Figure 1. Metal layers overlaid (run 1).
Scale: 3 px per µm.
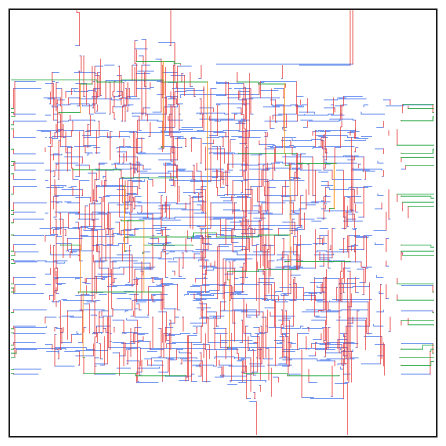
Figure 2. Metal 2 (run 1).
Scale: 2 px per µm.
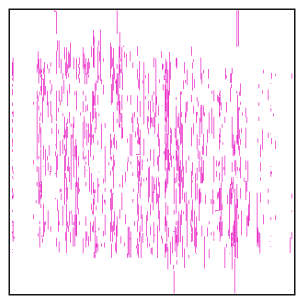
Figure 3. Signal wires on met3 (run 1).
Scale: 2 px per µm.
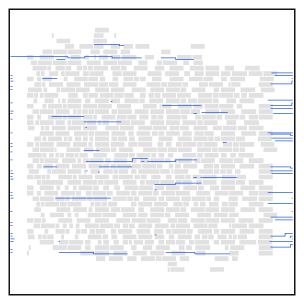
Figure 4. PDN straps and rails (run 1).
Scale: 3 px per µm. Pins as bars on the die edge. Tap cells in grey.
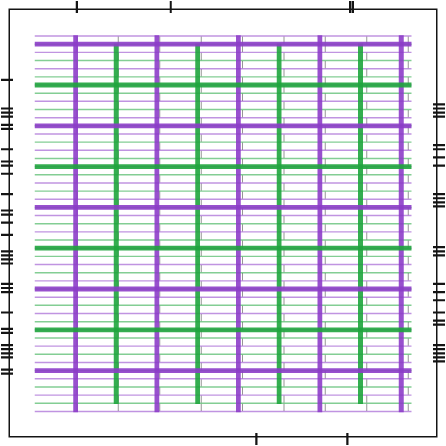
### config.mk
export PLATFORM = sky130hd
export DESIGN_NAME = hdmi_period_scheduler
export DESIGN_NICKNAME = d
export VERILOG_FILES = /design/src/rtl/hdmi_pkg.sv /design/src/rtl/hdmi_delay_line.sv /design/src/rtl/hdmi_period_scheduler.sv
export SDC_FILE = /design/constraint.sdc
export NUM_CORES = 1
export LEC_CHECK = 0
export CORE_MARGIN = 8
export CORE_UTILIZATION = 54
export CTS_BUF_LIST = sky130_fd_sc_hd__clkbuf_8
export DETAILED_ROUTE_END_ITERATION = 10
export MAX_ROUTING_LAYER = met4
export PLACE_DENSITY = 0.82
export SLEW_MARGIN = 10
export SYNTH_ARGS = -nofsm -noshare
export SYNTH_HDL_FRONTEND = slang
export SYNTH_SLANG_ARGS = --single-unit
### constraint.sdc
create_clock -name pixel_clk -period 0.8 [get_ports pixel_clk]
set_clock_uncertainty 0.05 [all_clocks]
set_input_delay 0.16 -clock pixel_clk [delete_from_list [all_inputs] [get_ports pixel_clk]]
set_output_delay 0.16 -clock pixel_clk [all_outputs]
set_load 0.05 [all_outputs]
### src/rtl/hdmi_pkg.sv
// Shared HDMI definitions for the period scheduler and the transmitter.
// Holds the period encoding, CTL pattern for the video preamble, default
// sequence lengths and the video guard band characters.
package hdmi_pkg;

    typedef enum logic [1:0] {
        PERIOD_CONTROL  = 2'd0,
        PERIOD_PREAMBLE = 2'd1,
        PERIOD_GUARD    = 2'd2,
        PERIOD_VIDEO    = 2'd3
    } period_e;

    // CTL3..CTL0 pattern announcing a video data period
    localparam logic [3:0] VIDEO_PREAMBLE_CTL = 4'b0001;

    localparam int DEFAULT_PREAMBLE_LEN = 8;
    localparam int DEFAULT_GUARD_LEN    = 2;
    localparam int DEFAULT_MIN_CTL_LEN  = 12;

    // Video leading guard band TMDS characters, per channel
    localparam logic [9:0] VIDEO_GB_CH0 = 10'b1011001100;
    localparam logic [9:0] VIDEO_GB_CH1 = 10'b0100110011;
    localparam logic [9:0] VIDEO_GB_CH2 = 10'b1011001100;

endpackage

### src/rtl/hdmi_delay_line.sv
// Fixed-depth shift register delaying a bus by DEPTH clock cycles.
// Reset clears every stage so the output is all-zero for DEPTH cycles after reset.
module hdmi_delay_line #(
    parameter int WIDTH = 27,
    parameter int DEPTH = 10
) (
    input  logic             i_clk,
    input  logic             i_rst,
    input  logic [WIDTH-1:0] i_data,
    output logic [WIDTH-1:0] o_data
);

    logic [WIDTH-1:0] r_pipe [DEPTH];

    // Shift one stage per clock; reset flushes the whole line
    always_ff @(posedge i_clk) begin
        if (i_rst) begin
            for (int i = 0; i < DEPTH; i++) begin
                r_pipe[i] <= '0;
            end
        end else begin
            r_pipe[0] <= i_data;
            for (int i = 1; i < DEPTH; i++) begin
                r_pipe[i] <= r_pipe[i-1];
            end
        end
    end

    assign o_data = r_pipe[DEPTH-1];

endmodule

### src/rtl/hdmi_period_scheduler.sv
// HDMI period scheduler: delays the pixel/sync stream by PREAMBLE_LEN+GUARD_LEN
// cycles and, seeing each de rise that far ahead, replaces the tail of the
// blanking run with the video preamble and leading guard band.
// Build option HDMI_PERIOD_HDMI_MODE_EN: defined = HDMI period insertion,
// undefined = DVI mode (CONTROL/VIDEO only, ctl and timing_err held at 0,
// same latency).
module hdmi_period_scheduler
    import hdmi_pkg::*;
#(
    parameter int PREAMBLE_LEN = DEFAULT_PREAMBLE_LEN,
    parameter int GUARD_LEN    = DEFAULT_GUARD_LEN,
    parameter int MIN_CTL_LEN  = DEFAULT_MIN_CTL_LEN
) (
    input  logic       pixel_clk,
    input  logic       rst,
    input  logic       de,
    input  logic       hsync,
    input  logic       vsync,
    input  logic [7:0] pixel_data_0,
    input  logic [7:0] pixel_data_1,
    input  logic [7:0] pixel_data_2,
    output logic       de_o,
    output logic       hsync_o,
    output logic       vsync_o,
    output logic [7:0] pixel_data_0_o,
    output logic [7:0] pixel_data_1_o,
    output logic [7:0] pixel_data_2_o,
    output logic [1:0] period,
    output logic [3:0] ctl,
    output logic       timing_err
);

    localparam int L     = PREAMBLE_LEN + GUARD_LEN;
    localparam int SEQ_W = (L > 1) ? $clog2(L) : 1;
    localparam int DL_W  = 27;

    if (MIN_CTL_LEN < PREAMBLE_LEN + GUARD_LEN) begin : g_cfg_check
        $error("MIN_CTL_LEN must be at least PREAMBLE_LEN+GUARD_LEN");
    end

    logic [DL_W-1:0] w_dl_in;
    logic [DL_W-1:0] w_dl_out;

    assign w_dl_in = {de, hsync, vsync, pixel_data_2, pixel_data_1, pixel_data_0};

    hdmi_delay_line #(
        .WIDTH (DL_W),
        .DEPTH (L)
    ) u_delay (
        .i_clk  (pixel_clk),
        .i_rst  (rst),
        .i_data (w_dl_in),
        .o_data (w_dl_out)
    );

    assign {de_o, hsync_o, vsync_o, pixel_data_2_o, pixel_data_1_o, pixel_data_0_o} = w_dl_out;

`ifdef HDMI_PERIOD_HDMI_MODE_EN
    localparam int RUN_W = $clog2(MIN_CTL_LEN + 1);

    typedef enum logic [1:0] {
        ST_CONTROL,
        ST_PREAMBLE,
        ST_GUARD,
        ST_VIDEO
    } state_e;

    state_e           r_state;
    state_e           w_state_nxt;
    logic [SEQ_W-1:0] r_seq;
    logic [SEQ_W-1:0] w_seq_nxt;
    logic [RUN_W-1:0] r_run;
    logic             r_de_prev;
    logic             r_err;
    logic             w_trig;
    logic             w_trig_ok;
    logic             w_idle;
    period_e          w_period;
    logic [3:0]       w_ctl;

    // The input is L cycles ahead of the output, so a de rise seen here is
    // the first cycle of the preamble on the output side.
    assign w_trig    = de && !r_de_prev;
    assign w_trig_ok = w_trig && (r_run == RUN_W'(MIN_CTL_LEN));

    // VIDEO with de_o already low behaves exactly like CONTROL
    assign w_idle = (r_state == ST_CONTROL) || ((r_state == ST_VIDEO) && !de_o);

    // Count the blanking run preceding each de rise, saturating at MIN_CTL_LEN
    always_ff @(posedge pixel_clk) begin
        if (rst) begin
            r_run     <= '0;
            r_de_prev <= 1'b0;
        end else begin
            r_de_prev <= de;
            if (de) begin
                r_run <= '0;
            end else if (r_run != RUN_W'(MIN_CTL_LEN)) begin
                r_run <= r_run + 1'b1;
            end
        end
    end

    // Flag a de rise whose preceding blanking is too short for insertion
    always_ff @(posedge pixel_clk) begin
        if (rst) begin
            r_err <= 1'b0;
        end else begin
            r_err <= w_trig && !w_trig_ok;
        end
    end

    // Period state register and preamble/guard sequence counter
    always_ff @(posedge pixel_clk) begin
        if (rst) begin
            r_state <= ST_CONTROL;
            r_seq   <= '0;
        end else begin
            r_state <= w_state_nxt;
            r_seq   <= w_seq_nxt;
        end
    end

    // Next state and per-character period/CTL; the trigger cycle itself is preamble 0
    always_comb begin
        w_state_nxt = r_state;
        w_seq_nxt   = r_seq;
        w_period    = PERIOD_CONTROL;
        w_ctl       = '0;
        if (w_idle) begin
            w_state_nxt = ST_CONTROL;
            w_seq_nxt   = '0;
            if (w_trig_ok) begin
                w_period = PERIOD_PREAMBLE;
                w_ctl    = VIDEO_PREAMBLE_CTL;
                if (PREAMBLE_LEN > 1) begin
                    w_state_nxt = ST_PREAMBLE;
                    w_seq_nxt   = SEQ_W'(1);
                end else begin
                    w_state_nxt = ST_GUARD;
                end
            end
        end else begin
            case (r_state)
                ST_PREAMBLE: begin
                    w_period = PERIOD_PREAMBLE;
                    w_ctl    = VIDEO_PREAMBLE_CTL;
                    if (r_seq == SEQ_W'(PREAMBLE_LEN - 1)) begin
                        w_state_nxt = ST_GUARD;
                        w_seq_nxt   = '0;
                    end else begin
                        w_seq_nxt = r_seq + 1'b1;
                    end
                end
                ST_GUARD: begin
                    w_period = PERIOD_GUARD;
                    if (r_seq == SEQ_W'(GUARD_LEN - 1)) begin
                        w_state_nxt = ST_VIDEO;
                        w_seq_nxt   = '0;
                    end else begin
                        w_seq_nxt = r_seq + 1'b1;
                    end
                end
                default: begin
                    w_period = PERIOD_CONTROL;
                end
            endcase
        end
        // Active video on the output is always VIDEO, inserted or not
        if (de_o) begin
            w_period = PERIOD_VIDEO;
        end
    end

    assign period     = w_period;
    assign ctl        = w_ctl;
    assign timing_err = r_err;
`else
    assign period     = de_o ? PERIOD_VIDEO : PERIOD_CONTROL;
    assign ctl        = '0;
    assign timing_err = 1'b0;
`endif

endmodule

==> results.yml, run 1 <==
# implementation run metrics
place:
  post-dp-hpwl_um: 6310
  pre_cts_ws_ns: -0.0830
clock_tree:
  cts-htree-levels: 2
  cts.clk_slew.worst_paths_ns: 0.06
  insertion_delay_ns: 0.50
  cts_sinks: 270
  cts_root_buf: "clkbuf_8"
  cts_hold_buf: 6
  cts_tree: "yes"
sta:
  finalHoldViolCount: 1
  finalSetupViolations: 30
  whs_ns: -0.00219
  worst_slack_ns: -0.436
  rsz0062_at_grt: "yes"
power_and_ir_drop:
  top_power_group: "sequential cells"
  p_int_uw: 20500
  switchingPower_uw: 5100
  power.share.clock_pct: 42.4
  p_seq_share_pct: 53.6
  seq_cell_power_uw: 13700
setup_path:
  crit_arrival_ns: 1.03
  crit_start: "u_delay.r_pipe[0][269]"
  cp_slowest_cell: "dfxtp_4"
  crit_end: "period[1]"
  end_kind: "output pin"
  startpoint_type: "flop"
  cp.depth: 1
final_layout:
  top_area_cell_class: "registers"
  largest_reg_flops: 270
  nFillCells: 1119
  clkCellAreaFrac_pct: 7.78
  sh_comb_area_pct: 24.3
  final_util_pct: 66.4
worst_hold_path:
  hp-start: "rst"
  hold_class: "in2reg"
floorplanning:
  dieArea_mm2: 0.0202
yosys:
  ys_ff: 270
  simple_gate_area_share_pct: 29.4
  fa_ha_area_share_pct: 0
status:
  failed_checks: "negative hold slack, negative setup slack"
  status: "finished, violations left"
detailed_routing:
  drc: 0
  wirelength_um: 10800
  drtPass1Iterations: 3
global_routing:
  antenna_found_initial: 0
job:
  warning_count: 29
## Picture notes: Figure 1
- M1: blue (wire length 4,730 µm)
- M3: green (wire length 668 µm)
- M2: red (wire length 5,140 µm)
- M4: orange (wire length 265 µm)

## Picture notes: Figure 2
- share of all routed wire: 48%
- longest straight run: 34.0 µm
- main direction: vertical
- nets with wire on the layer: 589

## Picture notes: Figure 3
- share of all routed wire: 6.2%
- nets with wire on the layer: 62
- main direction: horizontal

## Picture notes: Figure 4
- VSS: purple
- VDD: green
- tap cells: 216
- signal pins: 63
- met1 rails: 47
VDD IR max: 1460 µV
core area: 0.0157 mm²
die width: 142 µm

--- run 2 (diff from run 1) ---
Settings changed: ABC_CLOCK_PERIOD_IN_PS set to 800.
==> run 2 against run 1 <==
Largest cell class unchanged. Combinational power about the same. Sequential share of layout area stayed put. Highest routed layer unchanged. Critical path depth did not move. Clock power about the same. Synthesized cell count unchanged. Setup slack unchanged. The flow still finishes with violations (negative hold slack, negative setup slack). Critical endpoint unchanged. Area after synthesis unchanged. Clock-buffer cell count is the same. Hold slack did not move. Register-to-register slack about the same. Final cell count unchanged. Non-clock buffer count stayed put. Largest power group unchanged.
==> results.yml, run 2 <==
# implementation run metrics
status:
  status: "finished, violations left"
  failed_checks: "negative hold slack, negative setup slack"
yosys:
  ys_ff: 270
  simple_gate_area_share_pct: 29.4
  fa_ha_area_share_pct: 0
detailed_routing:
  drc: 0
  drtPass1Iterations: 3
  wirelength_um: 10800
floorplanning:
  dieArea_mm2: 0.0202
  die_y_um: 142
  core_mm2: 0.0157
  die_w_um: 142
power_and_ir_drop:
  p_seq_share_pct: 53.6
  switchingPower_uw: 5100
  top_power_group: "sequential cells"
  seq_cell_power_uw: 13700
  power.share.clock_pct: 42.4
  ir_worst_vdd_uv: 1460
place:
  post-dp-hpwl_um: 6310
  pre_cts_ws_ns: -0.0830
setup_path:
  cp.depth: 1
  cp_slowest_cell: "dfxtp_4"
  startpoint_type: "flop"
  end_kind: "output pin"
  crit_start: "u_delay.r_pipe[0][269]"
  crit_arrival_ns: 1.03
  crit_end: "period[1]"
clock_tree:
  cts_root_buf: "clkbuf_8"
  cts-htree-levels: 2
  cts_hold_buf: 6
  cts_sinks: 270
  cts_tree: "yes"
  cts.clk_slew.worst_paths_ns: 0.06
sta:
  rsz0062_at_grt: "yes"
  worst_slack_ns: -0.436
  finalSetupViolations: 30
  whs_ns: -0.00219
  finalHoldViolCount: 1
worst_hold_path:
  hold_class: "in2reg"
  hp-start: "rst"
final_layout:
  clkCellAreaFrac_pct: 7.78
  sh_comb_area_pct: 24.3
  nFillCells: 1119
  largest_reg_flops: 270
  nets: 708
global_routing:
  antenna_found_initial: 0
Figure 5. Clock nets (run 2).
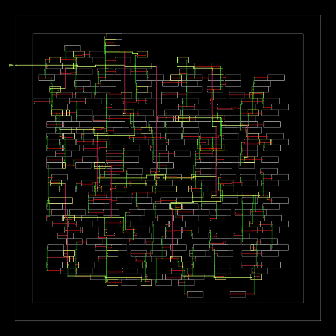
clock buffer count from CTS: 40
registers: 270
insertion delay at the late pin of the worst-skew pair: 0.50 ns
clkbuf count: 51

Power and IR drop assume default switching activity.
